[src/rtl/alu_sequencer_pkg.sv]
// Shared encodings for the ALU instruction sequencer: phases, ALU control
// selects, opcode nibbles and the decoded control bundle.
package alu_sequencer_pkg;

  typedef enum logic [2:0] {
    PH_A1 = 3'd0,
    PH_A2 = 3'd1,
    PH_A3 = 3'd2,
    PH_M1 = 3'd3,
    PH_M2 = 3'd4,
    PH_X1 = 3'd5,
    PH_X2 = 3'd6,
    PH_X3 = 3'd7
  } phase_e;

  typedef enum logic [2:0] {
    ALU_OP_PASS  = 3'd0,
    ALU_OP_ADD   = 3'd1,
    ALU_OP_ROL   = 3'd2,
    ALU_OP_ROR   = 3'd3,
    ALU_OP_DEC_A = 3'd4,
    ALU_OP_LG2_1 = 3'd5
  } alu_op_e;

  typedef enum logic [2:0] {
    ALU_IN0_ACC     = 3'd0,
    ALU_IN0_ACC_INV = 3'd1,
    ALU_IN0_REG     = 3'd2,
    ALU_IN0_REG_INV = 3'd3,
    ALU_IN0_DATA    = 3'd4
  } alu_in0_e;

  typedef enum logic [1:0] {
    ALU_IN1_ACC     = 2'd0,
    ALU_IN1_ONE     = 2'd1,
    ALU_IN1_ONE_INV = 2'd2
  } alu_in1_e;

  typedef enum logic [1:0] {
    ALU_CIN_CARRY     = 2'd0,
    ALU_CIN_CARRY_INV = 2'd1,
    ALU_CIN_ZERO      = 2'd2,
    ALU_CIN_ONE       = 2'd3
  } alu_cin_e;

  // OPR nibbles
  localparam logic [3:0] OPR_JCN     = 4'h1;
  localparam logic [3:0] OPR_FIM_SRC = 4'h2;
  localparam logic [3:0] OPR_JUN     = 4'h4;
  localparam logic [3:0] OPR_JMS     = 4'h5;
  localparam logic [3:0] OPR_INC     = 4'h6;
  localparam logic [3:0] OPR_ISZ     = 4'h7;
  localparam logic [3:0] OPR_ADD     = 4'h8;
  localparam logic [3:0] OPR_SUB     = 4'h9;
  localparam logic [3:0] OPR_LD      = 4'hA;
  localparam logic [3:0] OPR_XCH     = 4'hB;
  localparam logic [3:0] OPR_LDM     = 4'hD;
  localparam logic [3:0] OPR_ACC_GRP = 4'hF;

  // OPA nibbles within the accumulator group
  localparam logic [3:0] OPA_CLB = 4'h0;
  localparam logic [3:0] OPA_CLC = 4'h1;
  localparam logic [3:0] OPA_IAC = 4'h2;
  localparam logic [3:0] OPA_CMC = 4'h3;
  localparam logic [3:0] OPA_CMA = 4'h4;
  localparam logic [3:0] OPA_RAL = 4'h5;
  localparam logic [3:0] OPA_RAR = 4'h6;
  localparam logic [3:0] OPA_TCC = 4'h7;
  localparam logic [3:0] OPA_DAC = 4'h8;
  localparam logic [3:0] OPA_TCS = 4'h9;
  localparam logic [3:0] OPA_STC = 4'hA;
  localparam logic [3:0] OPA_DAA = 4'hB;
  localparam logic [3:0] OPA_KBP = 4'hC;

  typedef struct packed {
    alu_op_e    op;
    alu_in0_e   in0;
    alu_in1_e   in1;
    alu_cin_e   cin;
    logic [3:0] data;
  } alu_ctrl_t;

  typedef struct packed {
    logic acc;
    logic carry;
    logic regf;
  } wr_mask_t;

  localparam alu_ctrl_t CTRL_IDLE = '{
    op:   ALU_OP_PASS,
    in0:  ALU_IN0_ACC,
    in1:  ALU_IN1_ACC,
    cin:  ALU_CIN_CARRY,
    data: 4'h0
  };

  function automatic logic is_two_word(logic [3:0] opr, logic [3:0] opa);
    return (opr == OPR_JCN) || (opr == OPR_JUN) || (opr == OPR_JMS) ||
           (opr == OPR_ISZ) || ((opr == OPR_FIM_SRC) && !opa[0]);
  endfunction

endpackage

[src/rtl/alu_sequencer_decode.sv]
// Combinational opcode decoder: (OPR, OPA, carry) -> ALU controls, data
// operand, write-enable mask and the two-word flag.
module alu_decode
  import alu_sequencer_pkg::*;
(
  input  logic [3:0] opr,
  input  logic [3:0] opa,
  input  logic       carry,
  output alu_ctrl_t  ctrl,
  output wr_mask_t   wr,
  output logic       two_word
);

  always_comb begin
    ctrl     = CTRL_IDLE;
    wr       = '0;
    two_word = is_two_word(opr, opa);

    case (opr)
      OPR_ADD: begin
        ctrl.op  = ALU_OP_ADD;
        ctrl.in0 = ALU_IN0_REG;
        wr.acc   = 1'b1;
        wr.carry = 1'b1;
      end
      OPR_SUB: begin
        ctrl.op  = ALU_OP_ADD;
        ctrl.in0 = ALU_IN0_REG_INV;
        ctrl.cin = ALU_CIN_CARRY_INV;
        wr.acc   = 1'b1;
        wr.carry = 1'b1;
      end
      OPR_LD: begin
        ctrl.in0 = ALU_IN0_REG;
        wr.acc   = 1'b1;
      end
      OPR_XCH: begin
        wr.regf = 1'b1;
      end
      OPR_INC, OPR_ISZ: begin
        ctrl.op  = ALU_OP_ADD;
        ctrl.in0 = ALU_IN0_REG;
        ctrl.in1 = ALU_IN1_ONE;
        ctrl.cin = ALU_CIN_ZERO;
        wr.regf  = 1'b1;
      end
      OPR_LDM: begin
        ctrl.in0  = ALU_IN0_DATA;
        ctrl.data = opa;
        wr.acc    = 1'b1;
      end
      OPR_ACC_GRP: begin
        case (opa)
          OPA_CLB: begin
            ctrl.in0 = ALU_IN0_DATA;
            ctrl.cin = ALU_CIN_ZERO;
            wr.acc   = 1'b1;
            wr.carry = 1'b1;
          end
          OPA_CLC: begin
            ctrl.cin = ALU_CIN_ZERO;
            wr.carry = 1'b1;
          end
          OPA_IAC: begin
            ctrl.op  = ALU_OP_ADD;
            ctrl.in1 = ALU_IN1_ONE;
            ctrl.cin = ALU_CIN_ZERO;
            wr.acc   = 1'b1;
            wr.carry = 1'b1;
          end
          OPA_CMC: begin
            ctrl.cin = ALU_CIN_CARRY_INV;
            wr.carry = 1'b1;
          end
          OPA_CMA: begin
            ctrl.in0 = ALU_IN0_ACC_INV;
            wr.acc   = 1'b1;
          end
          OPA_RAL: begin
            ctrl.op  = ALU_OP_ROL;
            wr.acc   = 1'b1;
            wr.carry = 1'b1;
          end
          OPA_RAR: begin
            ctrl.op  = ALU_OP_ROR;
            wr.acc   = 1'b1;
            wr.carry = 1'b1;
          end
          OPA_TCC: begin
            ctrl.in0  = ALU_IN0_DATA;
            ctrl.data = {3'b000, carry};
            ctrl.cin  = ALU_CIN_ZERO;
            wr.acc    = 1'b1;
            wr.carry  = 1'b1;
          end
          OPA_DAC: begin
            ctrl.op  = ALU_OP_ADD;
            ctrl.in1 = ALU_IN1_ONE_INV;
            ctrl.cin = ALU_CIN_ONE;
            wr.acc   = 1'b1;
            wr.carry = 1'b1;
          end
          OPA_TCS: begin
            ctrl.in0  = ALU_IN0_DATA;
            ctrl.data = carry ? 4'd10 : 4'd9;
            ctrl.cin  = ALU_CIN_ZERO;
            wr.acc    = 1'b1;
            wr.carry  = 1'b1;
          end
          OPA_STC: begin
            ctrl.cin = ALU_CIN_ONE;
            wr.carry = 1'b1;
          end
          OPA_DAA: begin
            ctrl.op  = ALU_OP_DEC_A;
            wr.acc   = 1'b1;
            wr.carry = 1'b1;
          end
          OPA_KBP: begin
            ctrl.op = ALU_OP_LG2_1;
            wr.acc  = 1'b1;
          end
          default: ;
        endcase
      end
      default: ;
    endcase
  end

endmodule

[src/rtl/alu_sequencer.sv]
// Instruction-cycle controller: 8-phase counter, OPR/OPA latches, registered
// ALU controls for X1..X3 and X2-only commit strobes.
module alu_sequencer
  import alu_sequencer_pkg::*;
(
  input  logic       clock,
  input  logic       reset,
  input  logic [3:0] bus_in,
  input  logic       carry,
  output logic [2:0] phase,
  output logic       sync,
  output logic [2:0] alu_op,
  output logic [2:0] alu_in0_sel,
  output logic [1:0] alu_in1_sel,
  output logic [1:0] alu_cin_sel,
  output logic [3:0] alu_data,
  output logic       acc_we,
  output logic       carry_we,
  output logic       reg_we,
  output logic [3:0] reg_idx
);

  phase_e     phase_q, phase_d;
  logic [3:0] opr_q, opr_d;
  logic [3:0] opa_q, opa_d;
  alu_ctrl_t  ctrl_q, ctrl_d;
  wr_mask_t   wr_q, wr_d;
  logic       two_word_q, two_word_d;
  logic       second_word_q, second_word_d;

  alu_ctrl_t  dec_ctrl;
  wr_mask_t   dec_wr;
  logic       dec_two_word;
  logic       strobe_win;

  // OPA is decoded straight from the bus so controls land on the M2 -> X1 edge
  alu_decode u_decode (
    .opr      (opr_q),
    .opa      (bus_in),
    .carry    (carry),
    .ctrl     (dec_ctrl),
    .wr       (dec_wr),
    .two_word (dec_two_word)
  );

  always_ff @(posedge clock) begin
    if (reset) begin
      phase_q       <= PH_A1;
      opr_q         <= '0;
      opa_q         <= '0;
      ctrl_q        <= CTRL_IDLE;
      wr_q          <= '0;
      two_word_q    <= 1'b0;
      second_word_q <= 1'b0;
    end else begin
      phase_q       <= phase_d;
      opr_q         <= opr_d;
      opa_q         <= opa_d;
      ctrl_q        <= ctrl_d;
      wr_q          <= wr_d;
      two_word_q    <= two_word_d;
      second_word_q <= second_word_d;
    end
  end

  always_comb begin
    phase_d       = phase_e'(phase_q + 3'd1);
    opr_d         = opr_q;
    opa_d         = opa_q;
    ctrl_d        = ctrl_q;
    wr_d          = wr_q;
    two_word_d    = two_word_q;
    second_word_d = second_word_q;

    case (phase_q)
      PH_M1: opr_d = bus_in;
      PH_M2: begin
        opa_d = bus_in;
        if (!second_word_q) begin
          ctrl_d     = dec_ctrl;
          wr_d       = dec_wr;
          two_word_d = dec_two_word;
        end
      end
      PH_X3: begin
        ctrl_d        = CTRL_IDLE;
        wr_d          = '0;
        two_word_d    = 1'b0;
        // two_word_q is never set during a second word, so it cannot re-arm
        second_word_d = !second_word_q && two_word_q;
      end
      default: ;
    endcase
  end

  // Reset kills a strobe within the cycle it is raised, not one edge later
  assign strobe_win  = (phase_q == PH_X2) && !reset;

  assign phase       = phase_q;
  assign sync        = (phase_q == PH_X3);
  assign alu_op      = ctrl_q.op;
  assign alu_in0_sel = ctrl_q.in0;
  assign alu_in1_sel = ctrl_q.in1;
  assign alu_cin_sel = ctrl_q.cin;
  assign alu_data    = ctrl_q.data;
  assign acc_we      = wr_q.acc   && strobe_win;
  assign carry_we    = wr_q.carry && strobe_win;
  assign reg_we      = wr_q.regf  && strobe_win;
  assign reg_idx     = opa_q;

endmodule

[config.mk]
export PLATFORM = sky130hd
export DESIGN_NAME = alu_sequencer
export DESIGN_NICKNAME = d
export VERILOG_FILES = /design/src/rtl/alu_sequencer_pkg.sv /design/src/rtl/alu_sequencer_decode.sv /design/src/rtl/alu_sequencer.sv
export SDC_FILE = /design/constraint.sdc
export NUM_CORES = 1
export LEC_CHECK = 0
export ABC_AREA = 1
export CORE_MARGIN = 1.5
export CORE_UTILIZATION = 40
export DETAILED_ROUTE_END_ITERATION = 16
export GPL_ROUTABILITY_DRIVEN = 0
export HOLD_SLACK_MARGIN = 0.05
export PLACE_DENSITY = 0.75
export SYNTH_ARGS = -nofsm -noshare
export SYNTH_HDL_FRONTEND = slang
export SYNTH_SLANG_ARGS = --single-unit
[constraint.sdc]
create_clock -name clock -period 1.95 [get_ports clock]
set_input_delay 0.4875 -clock clock [delete_from_list [all_inputs] [get_ports clock]]
set_output_delay 0.4875 -clock clock [all_outputs]
set_load 0.02 [all_outputs]
==> results.toml <==
# flow metrics
[outcome]
status = "finished, final reports clean"

[setup_path]
cp.arrival_ps = 1360
r2r_setup_slack_ps = 170
cpMostUsedCell = "ha_1"
crit_end = "sync"
critPathRequiredTime_ps = 1460
r2r_cells = 8
worstReg2RegEnd = "alu_cin_sel[1]"
crit_chain = "ha_1 -> ha_1 -> dlygate4sd2_1"
cp_max_fo = 4
crit_path_start_kind = "register"

[final_timing]
report.final.hold_viol_count = 0
fin_skew_ps = 3.657
finalSetupViolCount = 0
rsz0062_at_grt = "false"

[global_routing]
grt_pass1_vias = 1429
antenna_found_initial = 0
grt.met2_usage_pct = 30.36
grt_pass1_wl_um = 6037
grt-busiest-layer = "met2"

[drt]
drt_iter0_markers = 72
drt-total-wl_um = 3452
vias = 1500

[logic_synthesis]
fp_nets = 236
syn_inst = 224
ys_types = 27
common_cells = "nand2_1 (60), dfxtp_1 (30), nor2_1 (30), inv_1 (25), a21oi_1 (15)"
yosys_register_bits = 30
synthArstFlopShare_pct = 0
synth_area_um2 = 1568
ys_area_um2 = 1568
ys_warn_count = 0

[layout]
post_route_cells_drive_above_1_share_pct = 14.34
lay_top_cells = "nand2_1 (60), nor2_1 (30), dfxtp_1 (30), clkdlybuf4s50_1 (27), inv_1 (25)"
mostFrequentLayoutCell = "nand2_1"
antenna_cells = 0

[clock_network]
cts_hold_buffers = 0
cts.repair.resized = 12
clk_pin_slew_ps = 60
cts_root_buffer = "clkbuf_8"
cts_sinks = 30
htreeDepth = 2
cts_tree = "built"

[job]
warning_count = 29
max-cap-violations = 0

[floorplan]
die_w_um = 65.61
dieArea_um2 = 4304
placementRows = 22
die_h_um = 65.61

[hold_path]
hold_depth = 1
worstHoldStart = "phase[0]"

[placed_design]
io_buffers = 31
dpl.hpwl_um = 2572

[pwr]
p_per_area_nw_per_um2 = 670.8
## per-layer routing
metal | routed length, um | vias up | part of all wire, %
met2 | 1541 | 44 | 45
met1 | 1626 | 655 | 47
li1 | - | 794 | -
met5 | 0 | - | 0
met4 | 47 | 0 | 1.4
met3 | 236 | 7 | 6.8
## through the flow
stage / hold slack [ps] / util (%) / worst slack (ps) / setup TNS [ps] / cell area, um^2
2_1_floorplan: 439.2 / - / 142.1 / 0 / 1568
3_3_place_gp: 431.6 / 53.03 / -330.5 / -988.2 / 1971
3_5_place_dp: 444.6 / 53.03 / -351.9 / -1038 / 1971
4_1_cts: 454.4 / 55.72 / 1.096 / 0 / 2071
5_1_grt: 490.4 / 55.56 / 5.364 / 0 / 2064
6_report: 447.4 / 55.56 / 101.6 / 0 / 2064
## power by group
| group | switching (mW) | internal, mW |
|---|---|---|
| sequential | 0.0141 | 0.628 |
| clock | 0.221 | 0.356 |
| combinational | 0.101 | 0.0650 |
| total | 0.336 | 1.05 |
## logic make-up after synthesis
logic type / count (synthesis) / share of synthesized area, %
simple gates: 113 / 33.20
compound gates: 41 / 15.64
buf+inv: 35 / 8.859
flops: 30 / 38.31
fa+ha+maj: 5 / 3.990
## registers in the layout (all words and copies together), names as in the netlist
name           flops
alu_in1_sel        2
reg_idx            4
wr_q               3
opr_q              4
alu_data           4
phase              3
alu_op             3
two_word_q         1
alu_in0_sel        3
second_word_q      1
alu_cin_sel        2
## cell type report
cell class / count / area [um^2]
flip-flops and latches: 30 / 600.6
multi-input cells: 159 / 828.3
clock buffers: 8 / 110.1
fillers: 365 / 1652
inverters: 29 / 111.4
well taps: 48 / 60.06
repair buffers: 39 / 354.1
## worst max-delay path, delay by kind of cell, from the launching register on
family | cells | cell delay [ps]
flops | 1 | 380
fa+ha+maj | 2 | 360
buf+inv | 1 | 350
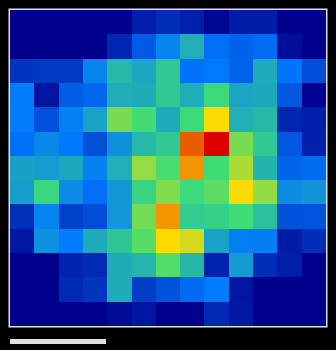
Fig. 1. Signal metal coverage by tile.
Bar = 20 um. 13 x 13 tiles, from dark blue (low) to red (high), scaled to the fullest tile. Values are wire area over tile area, all layers added.
fullest tile	0.50
densest ninth of the die	centre
mean over tiles	0.13
nearly empty tiles	18%
tiles over half the peak	13%

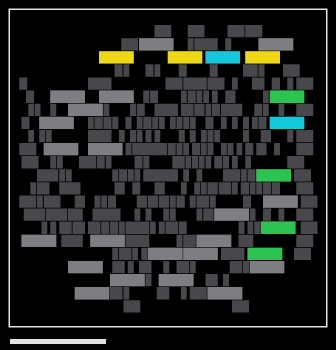
Fig. 2. Sequential cells coloured by netlist name.
Bar = 20 um. Other sequential cells in the stronger grey, the rest of the logic in the fainter grey.
signal	colour	sequential cells
alu_in1_sel	cyan	2
alu_data	green	4
alu_op	yellow	3
Seq. pwr: 0.642 mW
Seq area share: 29.09%
Seq. cell area: 600.6 um^2
final core occ: 55.56%

Power and IR drop assume default switching activity.
